`src/rtl/mlx90640_frame_capture.sv`:
```
// Pops one MLX90640 RAM burst from the read FIFO and splits it into subpage-filtered
// pixel writes and unconditional aux writes, pulsing frame_done once the burst is consumed.
module mlx90640_frame_capture #(
  parameter int p_cols       = 32,
  parameter int p_rows       = 24,
  parameter int p_aux_words  = 64,
  parameter bit p_chess_mode = 1'b1
) (
  input  logic        i_clk,
  input  logic        i_rst,
  input  logic        i_arm,
  input  logic        i_page_number,
  input  logic        i_rd_fifo_valid,
  input  logic [15:0] i_rd_fifo_data,
  output logic        o_rd_fifo_ready,
  output logic        o_pix_we,
  output logic [9:0]  o_pix_addr,
  output logic [15:0] o_pix_data,
  output logic        o_aux_we,
  output logic [5:0]  o_aux_addr,
  output logic [15:0] o_aux_data,
  output logic        o_busy,
  output logic        o_frame_done,
  output logic        o_frame_page,
  output logic        o_overrun
);

  typedef enum logic [1:0] {IDLE, PIXEL, AUX, DONE} state_t;

  state_t      state_reg, state_next;
  logic [4:0]  row_reg, col_reg;
  logic [5:0]  aux_reg;
  logic        page_reg, overrun_reg;
  logic        pix_we_reg, aux_we_reg;
  logic [9:0]  pix_addr_reg;
  logic [15:0] pix_data_reg, aux_data_reg;
  logic [5:0]  aux_addr_reg;

  logic       pop, last_pix, last_aux, col_wrap, pix_match;
  logic [9:0] pix_addr_calc;

  assign o_rd_fifo_ready = (state_reg == PIXEL) || (state_reg == AUX);
  assign pop             = o_rd_fifo_ready && i_rd_fifo_valid;
  assign col_wrap        = (col_reg == 5'(p_cols - 1));
  assign last_pix        = col_wrap && (row_reg == 5'(p_rows - 1));
  assign last_aux        = (aux_reg == 6'(p_aux_words - 1));
  assign pix_addr_calc   = 10'(int'(row_reg) * p_cols + int'(col_reg));

  // Subpage of the word currently at the head of the FIFO
  assign pix_match = p_chess_mode ? ((row_reg[0] ^ col_reg[0]) == page_reg)
                                  : (row_reg[0] == page_reg);

  always_ff @(posedge i_clk) begin
    if (i_rst) state_reg <= IDLE;
    else       state_reg <= state_next;
  end

  always_comb begin
    state_next = state_reg;
    case (state_reg)
      IDLE:    if (i_arm) state_next = PIXEL;
      PIXEL:   if (pop && last_pix) state_next = AUX;
      AUX:     if (pop && last_aux) state_next = DONE;
      DONE:    state_next = IDLE;
      default: state_next = IDLE;
    endcase
  end

  always_ff @(posedge i_clk) begin
    if (i_rst) begin
      row_reg      <= '0;
      col_reg      <= '0;
      aux_reg      <= '0;
      page_reg     <= 1'b0;
      overrun_reg  <= 1'b0;
      pix_we_reg   <= 1'b0;
      pix_addr_reg <= '0;
      pix_data_reg <= '0;
      aux_we_reg   <= 1'b0;
      aux_addr_reg <= '0;
      aux_data_reg <= '0;
    end else begin
      pix_we_reg <= 1'b0;
      aux_we_reg <= 1'b0;
      if (i_arm && state_reg != IDLE) overrun_reg <= 1'b1;
      case (state_reg)
        IDLE: begin
          if (i_arm) begin
            page_reg <= i_page_number;
            row_reg  <= '0;
            col_reg  <= '0;
            aux_reg  <= '0;
          end
        end
        PIXEL: begin
          if (pop) begin
            if (pix_match) begin
              pix_we_reg   <= 1'b1;
              pix_addr_reg <= pix_addr_calc;
              pix_data_reg <= i_rd_fifo_data;
            end
            if (col_wrap) begin
              col_reg <= '0;
              row_reg <= row_reg + 5'd1;
            end else begin
              col_reg <= col_reg + 5'd1;
            end
          end
        end
        AUX: begin
          if (pop) begin
            aux_we_reg   <= 1'b1;
            aux_addr_reg <= aux_reg;
            aux_data_reg <= i_rd_fifo_data;
            aux_reg      <= aux_reg + 6'd1;
          end
        end
        default: ;
      endcase
    end
  end

  assign o_pix_we     = pix_we_reg;
  assign o_pix_addr   = pix_addr_reg;
  assign o_pix_data   = pix_data_reg;
  assign o_aux_we     = aux_we_reg;
  assign o_aux_addr   = aux_addr_reg;
  assign o_aux_data   = aux_data_reg;
  assign o_busy       = o_rd_fifo_ready;
  assign o_frame_done = (state_reg == DONE);
  assign o_frame_page = page_reg;
  assign o_overrun    = overrun_reg;

endmodule

```
`config.mk`:
```
export PLATFORM = sky130hd
export DESIGN_NAME = mlx90640_frame_capture
export DESIGN_NICKNAME = d
export VERILOG_FILES = /design/src/rtl/mlx90640_frame_capture.sv
export SDC_FILE = /design/constraint.sdc
export NUM_CORES = 1
export LEC_CHECK = 0
export ABC_CLOCK_PERIOD_IN_PS = 2500
export CORE_MARGIN = 4
export CORE_UTILIZATION = 40
export CTS_BUF_LIST = sky130_fd_sc_hd__clkbuf_2 sky130_fd_sc_hd__clkbuf_4 sky130_fd_sc_hd__clkbuf_8
export DETAILED_ROUTE_END_ITERATION = 10
export GPL_TIMING_DRIVEN = 1
export HOLD_SLACK_MARGIN = 0.03
export PLACE_DENSITY = 0.76
export SLEW_MARGIN = 20
export SYNTH_ARGS = -nofsm -noshare
export SYNTH_HDL_FRONTEND = slang
export SYNTH_SLANG_ARGS = --single-unit
```
`constraint.sdc`:
```
create_clock -name i_clk -period 2.5 [get_ports i_clk]
set_clock_uncertainty 0.05 [all_clocks]
set_input_delay 0.25 -clock i_clk [delete_from_list [all_inputs] [get_ports i_clk]]
set_output_delay 0.25 -clock i_clk [all_outputs]
set_load 0.01 [all_outputs]
```
==> deck_impl_summary.md, run 1 <==
Implementation Results

Run status
  • Outcome: finished, final reports clean

Global routing
  • First-pass GRT wire length: 11300 um

Timing
  • Final slew viol count: 0

Finish
  • N_diodes: 0
  • Final core utilization: 56.2%
  • # fillers: 662
  • Design Area, Final: 3840 sq um
  • Reg area: 1400 sq um
  • Syn-to-layout area delta: 36.4%

Die
  • Chip area: 8450 sq um
  • Die Span Y: 91.9 um

Clocking
  • Insertion Delay late pin: 0.35 ns
  • Bufs on Longest Clock Path: 2

Routing
  • Final ANT Viol Nets: 0
  • Total Wirelength: 6980 um

Min path
  • Hold Path Stages: 2
  • Hold crit path type: in2reg

Yosys
  • Top comb family, area: simple AND/OR/NAND/NOR gates
  • Mean Syn Cell Area: 8.41 sq um

Placement
  • Hpwl dp: 4910 um
-- run 1: layout by cell type (no fill, tap or decap), drive strengths merged, types with 2 or more instances in the layout --
master and n:
o21bai 2, inv 8, ha 9, nor3b 2, nand2 101, clkbuf 9, o21ai 4, a211oi 3
mux2i 4, and2 2, nand2b 2, clkdlybuf4s50 74, nor3 5, xnor2 12, nor2b 2, nor2 16
nor4 2, a21oi 54, clkinvlp 3, a21boi 2, buf 8, dfxtp 70, nand4 2, nand3 10
-- run 1: report_power, final --
part / internal [mW] / switching, mW
clock network: 0.474 / 0.477
logic: 0.389 / 0.490
registers: 1.20 / 0.0761
-- run 1: critical path: stages, from the launching register on --
cell and delay, ns:
dfxtp_1 0.34, inv_1 0.11, ha_1 0.50, mux2i_1 0.37
a21oi_1 0.47, mux2i_1 0.24, nor2_1 0.05
Figure 1. Where the registers sit (run 1).
Scale bar: 20 um. Other sequential cells in the stronger grey, the rest of the logic in the fainter grey.
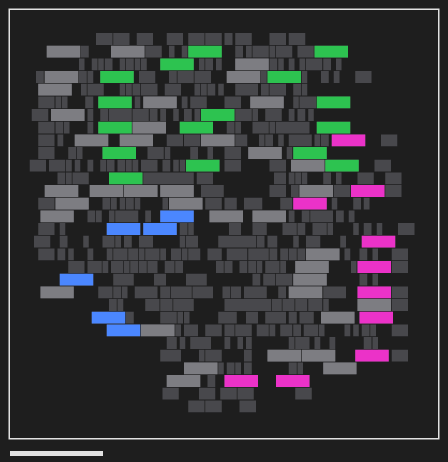
- o_pix_data: green (flops 16)
- o_pix_addr: magenta (flops 10)
- aux_reg: blue (flops 6; where west)

Figure 2. Congestion heat map (run 1).
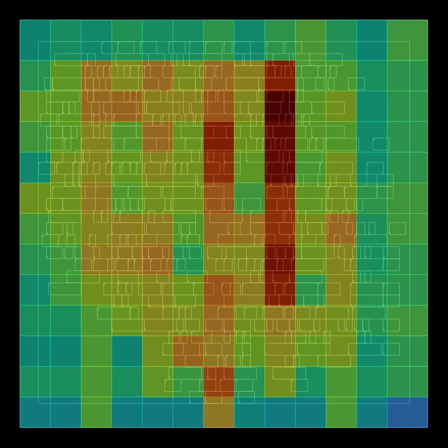
Tot GR Track Use: 17.0%
global routing met2 resource utilization: 27.8%

Figure 3. Gate-type map (run 1).
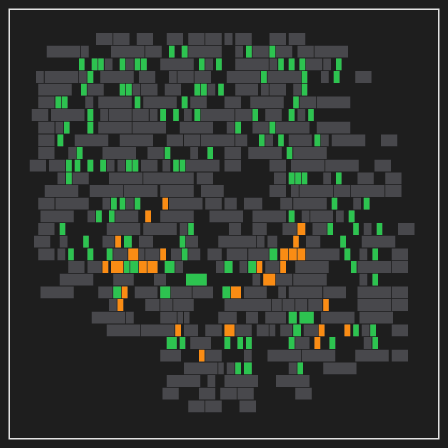
- nor cells: orange (cells 27)
- nand cells: green (cells 116)

Figure 4. Wiring by layer (run 1).
Scale bar: 20 um. Two of the layers only.
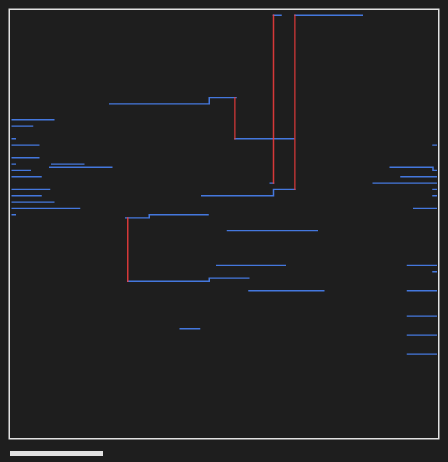

==> inputs of run 2 (changes only) <==
--- a/config.mk
+++ b/config.mk
@@ -9,9 +9,11 @@
 export CORE_MARGIN = 4
 export CORE_UTILIZATION = 40
 export CTS_BUF_LIST = sky130_fd_sc_hd__clkbuf_2 sky130_fd_sc_hd__clkbuf_4 sky130_fd_sc_hd__clkbuf_8
+export CTS_CLUSTER_DIAMETER = 50
 export DETAILED_ROUTE_END_ITERATION = 10
 export GPL_TIMING_DRIVEN = 1
 export HOLD_SLACK_MARGIN = 0.03
+export MAX_ROUTING_LAYER = met4
 export PLACE_DENSITY = 0.76
 export SLEW_MARGIN = 20
 export SYNTH_ARGS = -nofsm -noshare
Figure 5. Wiring by layer (run 2).
Scale bar: 20 um. Two of the layers only.
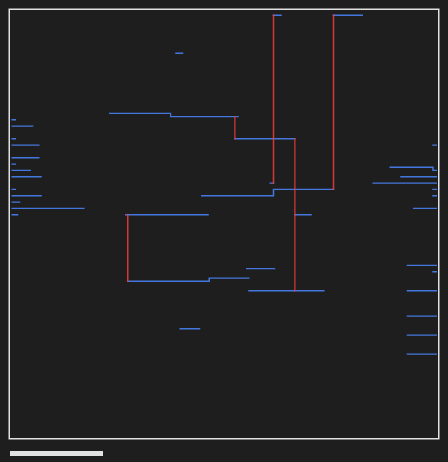
- M4: red (wire length 125 um)
- M3: blue (wire length 278 um)

==> deck_impl_summary.md, run 2 <==
Implementation Results

Run status
  • Outcome: finished, final reports clean

Global routing
  • Global routing met2 resource utilization: 27.9%
  • First-pass GRT wire length: 11300 um
  • Tot GR Track Use: 17.5%

Worst setup path
  • Crit-path max FO: 14
  • Crit path arrival time: 2.40 ns
  • Crit path top cell by count: mux2i_1
  • Crit path cell chain: inv_1 -> ha_1 -> mux2i_1 -> a21oi_1 -> mux2i_1 -> nor2_1
  • Critical Path Max Stage Delay: 0.48 ns
  • Cell family with most CP delay: multiplexers
  • Buffers & Inverters on Critical Path: 1
  • Slowest CP cell: ha_1

Power
  • Comb group: 0.879 mW
  • P_sw: 1.05 mW
  • Power Internal: 2.06 mW
  • Combinational power share: 28.3%
  • Register share of total power: 41.1%
  • Seq. pwr: 1.28 mW
  • Clock share of power: 30.6%
  • P_clk: 0.953 mW
  • Largest power group: sequential cells

Routing
  • Final ANT Viol Nets: 0
  • Total Wirelength: 7020 um
  • DR WL/cell: 13.8 um

Finish
  • Reg area: 1400 sq um
  • # fillers: 662
  • N_diodes: 0
  • Most common logic cells in the final layout: nand2_1, clkdlybuf4s50_1, dfxtp_1, a21oi_1, nor2_1
  • Design Area, Final: 3840 sq um
  • Most numerous logic cell after layout: nand2_1
  • Seq area share: 36.5%
  • Syn-to-layout area delta: 36.4%

Yosys
  • Yosys Instances: 335
  • Ys flop type: dfxtp_1
  • Mean Syn Cell Area: 8.41 sq um
  • Top comb family, area: simple AND/OR/NAND/NOR gates

Die
  • Die Span Y: 91.9 um
  • Core Area: 6830 sq um
  • Chip area: 8450 sq um

Timing
  • Final period util: 88.9%
  • Final slew viol count: 0
  • Final setup fails: 0
  • RSZ-0062 raised after global routing: no

Min path
  • Hold crit path type: in2reg

Clocking
  • Bufs on Longest Clock Path: 2
  • Clock Sinks: 70
run 2: cell counts after synthesis:
No cell type changed its count.
run 2: path summary, 6_finish.rpt:
kind	startpoint	to	slack [ns]	depth (start not counted)
hold reg to reg	o_pix_addr[7]$_SDFFE_PP0P_	o_pix_addr[7]$_SDFFE_PP0P_	0.40	2
setup reg to reg	state_reg[1]$_SDFFE_PP0P_	row_reg[1]$_SDFFE_PP0P_	0.28	6
setup / recovery	state_reg[1]$_SDFFE_PP0P_	row_reg[1]$_SDFFE_PP0P_	0.28	6
hold / removal	i_rst	o_pix_data[3]$_SDFFE_PP0P_	0.32	2
run 2: per-stage QoR:
stage	util, %	setup slack [ns]
detailed placement	53.2	0.342
floorplan	-	0.617
global placement	53.2	0.451
global route	56.2	0.118
finish	56.2	0.277
CTS	56.2	0.252
Figure 6. Where the registers sit (run 2).
Scale bar: 20 um. Other sequential cells in the stronger grey, the rest of the logic in the fainter grey.
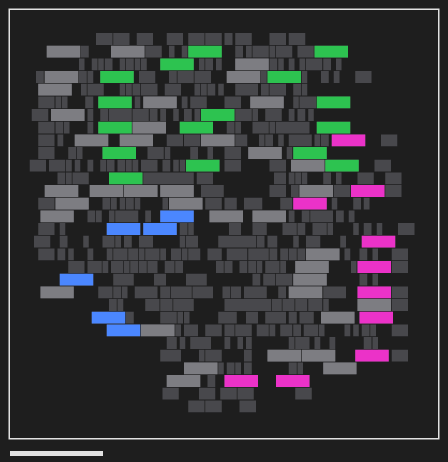

==> inputs of run 3 (changes only) <==
--- a/config.mk
+++ b/config.mk
@@ -6,7 +6,7 @@
 export NUM_CORES = 1
 export LEC_CHECK = 0
 export ABC_CLOCK_PERIOD_IN_PS = 2500
-export CORE_MARGIN = 4
+export CORE_MARGIN = 3
 export CORE_UTILIZATION = 40
 export CTS_BUF_LIST = sky130_fd_sc_hd__clkbuf_2 sky130_fd_sc_hd__clkbuf_4 sky130_fd_sc_hd__clkbuf_8
 export CTS_CLUSTER_DIAMETER = 50
@@ -15,7 +15,6 @@
 export HOLD_SLACK_MARGIN = 0.03
 export MAX_ROUTING_LAYER = met4
 export PLACE_DENSITY = 0.76
-export SLEW_MARGIN = 20
 export SYNTH_ARGS = -nofsm -noshare
 export SYNTH_HDL_FRONTEND = slang
 export SYNTH_SLANG_ARGS = --single-unit
Figure 7. Where the registers sit (run 3).
Scale bar: 20 um. Other sequential cells in the stronger grey, the rest of the logic in the fainter grey.
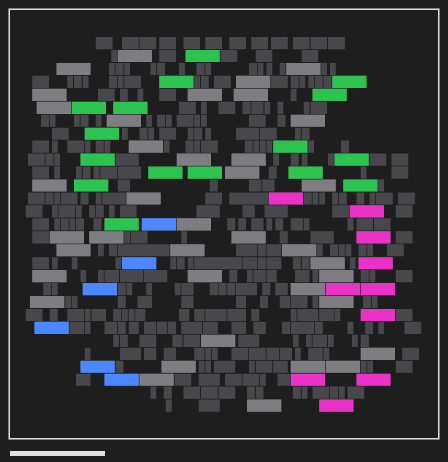
- o_pix_data: green (flops 16)
- o_pix_addr: magenta (flops 10)
- aux_reg: blue (flops 6)
- not coloured: 38

==> deck_impl_summary.md, run 3 <==
Implementation Results

Run status
  • Outcome: finished, final reports clean

Power
  • Largest power group: sequential cells
  • Power Internal: 2.09 mW
  • Comb group: 0.892 mW
  • P_sw: 0.970 mW

Worst setup path
  • Cell family with most CP delay: buffers and inverters
  • Critical R2R Capture: row_reg[1]$_SDFFE_PP0P_
  • Crit path cell chain: inv_1 -> ha_1 -> clkdlybuf4s50_1
  • Crit. Startpoint: state_reg[0]$_SDFFE_PP0P_
  • R2R Setup Slk: 0.40 ns
  • Worst reg2reg startpoint: state_reg[0]$_SDFFE_PP0P_

Timing
  • RSZ-0062 raised after global routing: no
  • Final period util: 87.5%

Placement
  • Post-Place Setup Slack: 0.400 ns

Min path
  • Hold Path Stages: 2
  • Hold crit path type: in2reg

Die
  • Die Span Y: 89.9 um

Finish
  • Seq area share: 36.6%
  • Final core utilization: 58.3%
  • N_diodes: 0
  • Syn-to-layout area delta: 35.9%
  • Most common logic cells in the final layout: nand2_1, clkdlybuf4s50_1, dfxtp_1, a21oi_1, nor2_1

Routing
  • Total Wirelength: 6960 um

Clocking
  • Clock Sinks: 70
  • Insertion Delay late pin: 0.33 ns

Yosys
  • Ys flop type: dfxtp_1

Global routing
  • Tot GR Track Use: 18.0%
  • First-pass GRT wire length: 11600 um
  • Global routing met2 resource utilization: 30.3%
-- run 3: netlist changes by cell type in the layout (fill, tap and decap cells not counted) --
cell and delta:
buf_4 +3, clkbuf_8 +1, buf_12 -1, inv_8 -1
clkbuf_4 +1, clkinvlp_4 -2, clkinv_2 +2, inv_6 -2
-- run 3: kinds of logic (layout without fill, tap and decap cells) --
| group | count (synthesis) | count (layout) |
|---|---|---|
| AND-OR/OR-AND | 67 | 67 |
| multiplexers | 4 | 4 |
| XOR/XNOR | 13 | 13 |
| AND/OR/NAND/NOR | 147 | 147 |
| flip-flops | 70 | 70 |
| buffers and inverters | 25 | 104 |
| adder cells (fa/ha/maj) | 9 | 9 |
No activity file was given, so power comes from the tool's default toggle rates.
